==> config.mk <==
export PLATFORM = sky130hd
export DESIGN_NAME = hsid_mse_lanes
export DESIGN_NICKNAME = d
export VERILOG_FILES = /design/src/rtl/hsid_pkg.sv /design/src/rtl/hsid_div_seq.sv /design/src/rtl/hsid_mse_lanes.sv
export SDC_FILE = /design/constraint.sdc
export NUM_CORES = 1
export LEC_CHECK = 0
export CORE_MARGIN = 4
export CORE_UTILIZATION = 50
export CTS_CLUSTER_DIAMETER = 120
export DETAILED_ROUTE_END_ITERATION = 10
export DONT_BUFFER_PORTS = 1
export PLACE_DENSITY_LB_ADDON = 0.15
export SYNTH_ARGS = -nofsm -noshare
export SYNTH_HDL_FRONTEND = slang
export SYNTH_SLANG_ARGS = --single-unit
export TNS_END_PERCENT = 1
==> constraint.sdc <==
create_clock -name i_clk -period 18.5 [get_ports i_clk]
set_input_delay 5.55 -clock i_clk [delete_from_list [all_inputs] [get_ports i_clk]]
set_output_delay 5.55 -clock i_clk [all_outputs]
set_load 0.01 [all_outputs]
run_1/m4.png
Scale bar: 50 um.
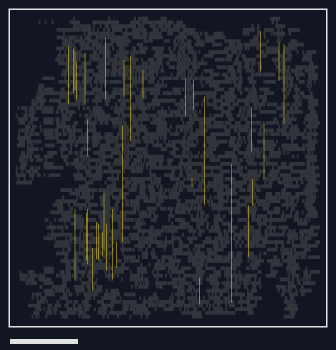
main direction: vertical
longest straight run: 101 um
share of all routed wire: 2.2%
wire length on this layer: 1300 um
Detailed Route WL: 59800 um
Vias: 18900

run_1/m3.png
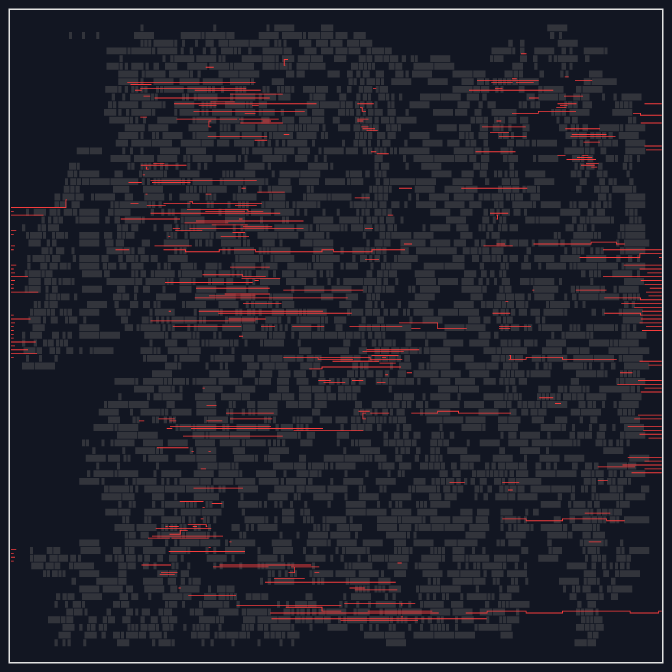
nets with wire on the layer: 235
longest straight run: 75.9 um
main direction: horizontal
wire length on this layer: 3460 um
share of all routed wire: 5.8%
routing usage on met3: 0.0406

run_1/congestion_map.png
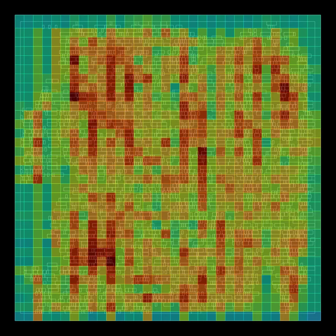
M2 GR Usage: 0.392
gr usage total: 0.235
met1 Resource Use GR: 0.317

==> impl_metrics.tcl, run 1 <==
# collected from the flow reports
set metrics [dict create \
    inv_count 525 \
    relSlewSlack 0.232 \
    p_seq_frac 0.221 \
    combPwrFrac 0.602 \
    final_core_util 0.534 \
    final_layout_size_suffix_gt1_frac 0.0332 \
    synth_seq_share 0.158 \
    ctsHoldBuffers 0 \
    synthSimpleGateAreaFrac 0.145 \
    edf_count 0 \
    clockBufferDepth 2 \
    taps 664 \
    logic_gate_count 2083 \
    postCtsSetupRepairBufs 0 \
    powerComb_mw 1.33 \
    cts-htree-levels 4 \
    synthAoiAreaFrac 0.120 \
    clkPwrFrac 0.178 \
    adder_share 0.422 \
    critical_path.top_delay_family "adder cells" \
    area_growth_pct 5.42 \
    core_um2 49000 \
    wl_met2_um 27900 \
    dominant_cells "logic gates" \
    cts_root_buffer "clkbuf_16" \
    flop-count 196 \
    top_layer "met4" \
    drc 0 \
    synthXorXnorAreaFrac 0.0536 \
    fillers 4574 \
    area_share_nonclk_buffers 0.00689 \
    setup_viol_count_final 0 \
    power_mw 2.22 \
    comb_area_um2 18600 \
    grt_pass1_wl_um 101000 \
    synth_flop_count 196 \
    comb_share 0.713 \
    status "completed" \
    ys.flop_type "dfxtp_1" \
    dr_wl_met3_um 3460 \
    nNetsFinal 3545 \
    internal-power_mw 1.18 \
    fp-utilization 0.507 \
    cts_tree "built" \
    grt_max_degree 103 \
    tightest_slew_ps 1150 \
    switching_share 0.469 \
    synth.logic.top_family "adder cells" \
    num_antenna_cells 0 \
    crit_buf_inv 4 \
    stdcell_area_um2 26100 \
    dr.pass1.iters 5 \
    die_height_um 231 \
    cp_max_fo 19 \
    finalCriticalPeriod_ps 8880 \
    routabilityCongestion 0.896 \
    dp.cells 3492 \
    clock_buffers 19 \
    synth_top_area_share 0.289 \
    syn_inst 2877 \
    crit_top_cell "fa_1" \
    clock_sink_count 196 \
    critPathSlowestCell "xnor2_1" \
]
run_1/m2.png
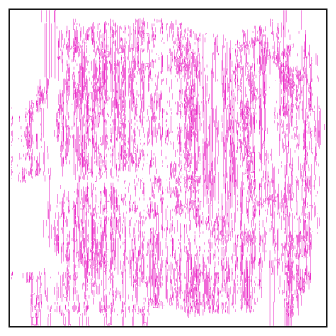

==> inputs of run 2 (changes only) <==
==> constraint.sdc (replaced) <==
create_clock -name i_clk -period 7.7 [get_ports i_clk]
set_input_delay 2.31 -clock i_clk [delete_from_list [all_inputs] [get_ports i_clk]]
set_output_delay 2.31 -clock i_clk [all_outputs]
set_load 0.01 [all_outputs]
run_2/m2.png
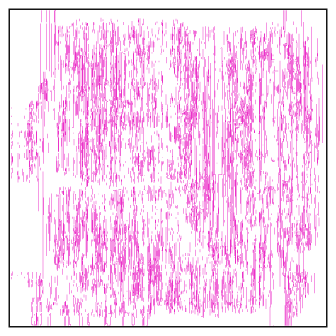
wire length on this layer: 28.2 mm
longest straight run: 104 um
main direction: vertical
share of all routed wire: 47%
nets with wire on the layer: 2976
Detailed Route WL: 60400 um
M2 GR Usage: 0.390

run_2/m1.png
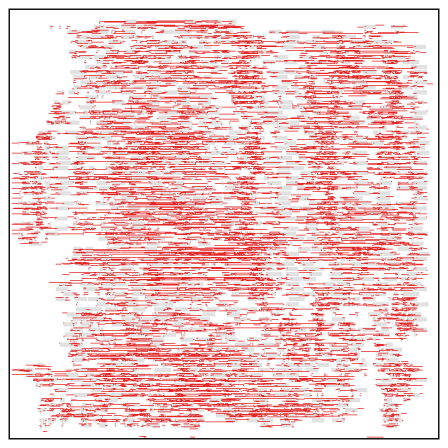
nets with wire on the layer: 3434
share of all routed wire: 46%
longest straight run: 69.5 um
met1 Resource Use GR: 0.326
Vias: 19000

run_2/congestion_map.png
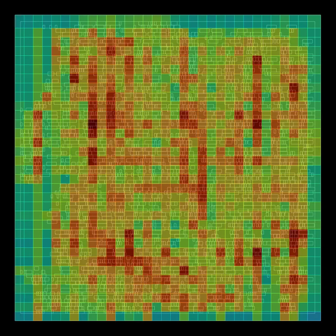
most used routing layer: met2
routing usage on met3: 0.0476
gr usage total: 0.236
Final Util: 0.540

==> run 2 against run 1 <==
  * Synthesized area unchanged
  * Die size unchanged
  * Total power up 140%
  * Critical path depth unchanged
  * Combinational power up 150%
  * Final cell count up 0.94%
  * Clock-buffer cell count unchanged
  * Critical path type unchanged
  * Utilization up 0.63 points
  * Wire length up 1.0%
==> impl_metrics.tcl, run 2 <==
# collected from the flow reports
set metrics [dict create \
    crit_buf_inv 4 \
    stdcell_area_um2 26500 \
    grt_pass1_wl_um 101000 \
    finalCriticalPeriod_ps 7360 \
    inv_count 525 \
    num_antenna_cells 0 \
    tightest_slew_ps 887 \
    crit_top_cell "fa_1" \
    peakVddDrop_uv 182 \
    clock_latency_ps 490 \
    dr_wl_met3_um 3750 \
    final_layout_size_suffix_gt1_frac 0.0477 \
    postCtsSetupRepairBufs 0 \
    clkPwrFrac 0.174 \
    warnings 31 \
    largest_reg_flops 62 \
    dominant_cells "logic gates" \
    cts-htree-levels 4 \
    synth_flop_count 196 \
    routabilityCongestion 0.903 \
    taps 664 \
    relSlewSlack 0.405 \
    cts_tree "built" \
    p_seq_frac 0.218 \
    synthXorXnorAreaFrac 0.0536 \
    ys.flop_type "dfxtp_1" \
    nNetsFinal 3577 \
    clock_buffers 19 \
    setup_viol_count_final 0 \
    area_growth_pct 6.66 \
    syn_inst 2877 \
    area_share_nonclk_buffers 0.0159 \
    grt_remaining_overflow 0 \
    grt_max_degree 63 \
    comb_area_um2 18700 \
    synth_seq_share 0.158 \
    cts_root_buffer "clkbuf_16" \
    logic_gate_count 2083 \
    synthAoiAreaFrac 0.120 \
    powerComb_mw 3.27 \
    fillers 4616 \
    clockBufferDepth 2 \
    cap_violations 0 \
    crit_path_end_kind "flop" \
    dp.cells 3523 \
    comb_share 0.706 \
    power_mw 5.38 \
    wl_met2_um 28200 \
    ys_area_um2 24800 \
    cp_max_fo 10 \
    flop-count 196 \
    ctsHoldBuffers 0 \
    wirelength_met1_um 27500 \
    drc 0 \
    criticalPathCategory "reg2reg" \
    common_cells "inv_1 (510), fa_1 (358), nand2_1 (317), nor2_1 (297), ha_1 (264)" \
    antenna_found_initial 2 \
    combPwrFrac 0.608 \
    die_height_um 231 \
    synthSimpleGateAreaFrac 0.145 \
    critical_path.top_delay_family "adder cells" \
    status "completed" \
    clkSlewWorstSetupHoldPaths_ps 80 \
    synth_top_area_share 0.289 \
    top_layer "met4" \
    rr_worst_depth 26 \
    top_cells_by_area "fa_1 (29%), dfxtp_1 (16%), ha_1 (13%), inv_1 (7.7%), nand2_1 (4.8%)" \
    adder_share 0.422 \
    sh_seq_area 0.148 \
    lay_top_count "inv_1" \
    core_um2 49000 \
    fp-utilization 0.507 \
    critPathSlowestCell "or4_4" \
    switching_share 0.471 \
    internal-power_mw 2.85 \
    fin_ws_ps 342 \
    synth.logic.top_family "adder cells" \
    clock_sink_count 196 \
    whs_ps 433 \
    edf_count 0 \
    num_io_pins 120 \
    dr.pass1.iters 7 \
]
Power figures rest on the tool's default switching activity, not on a simulated workload.
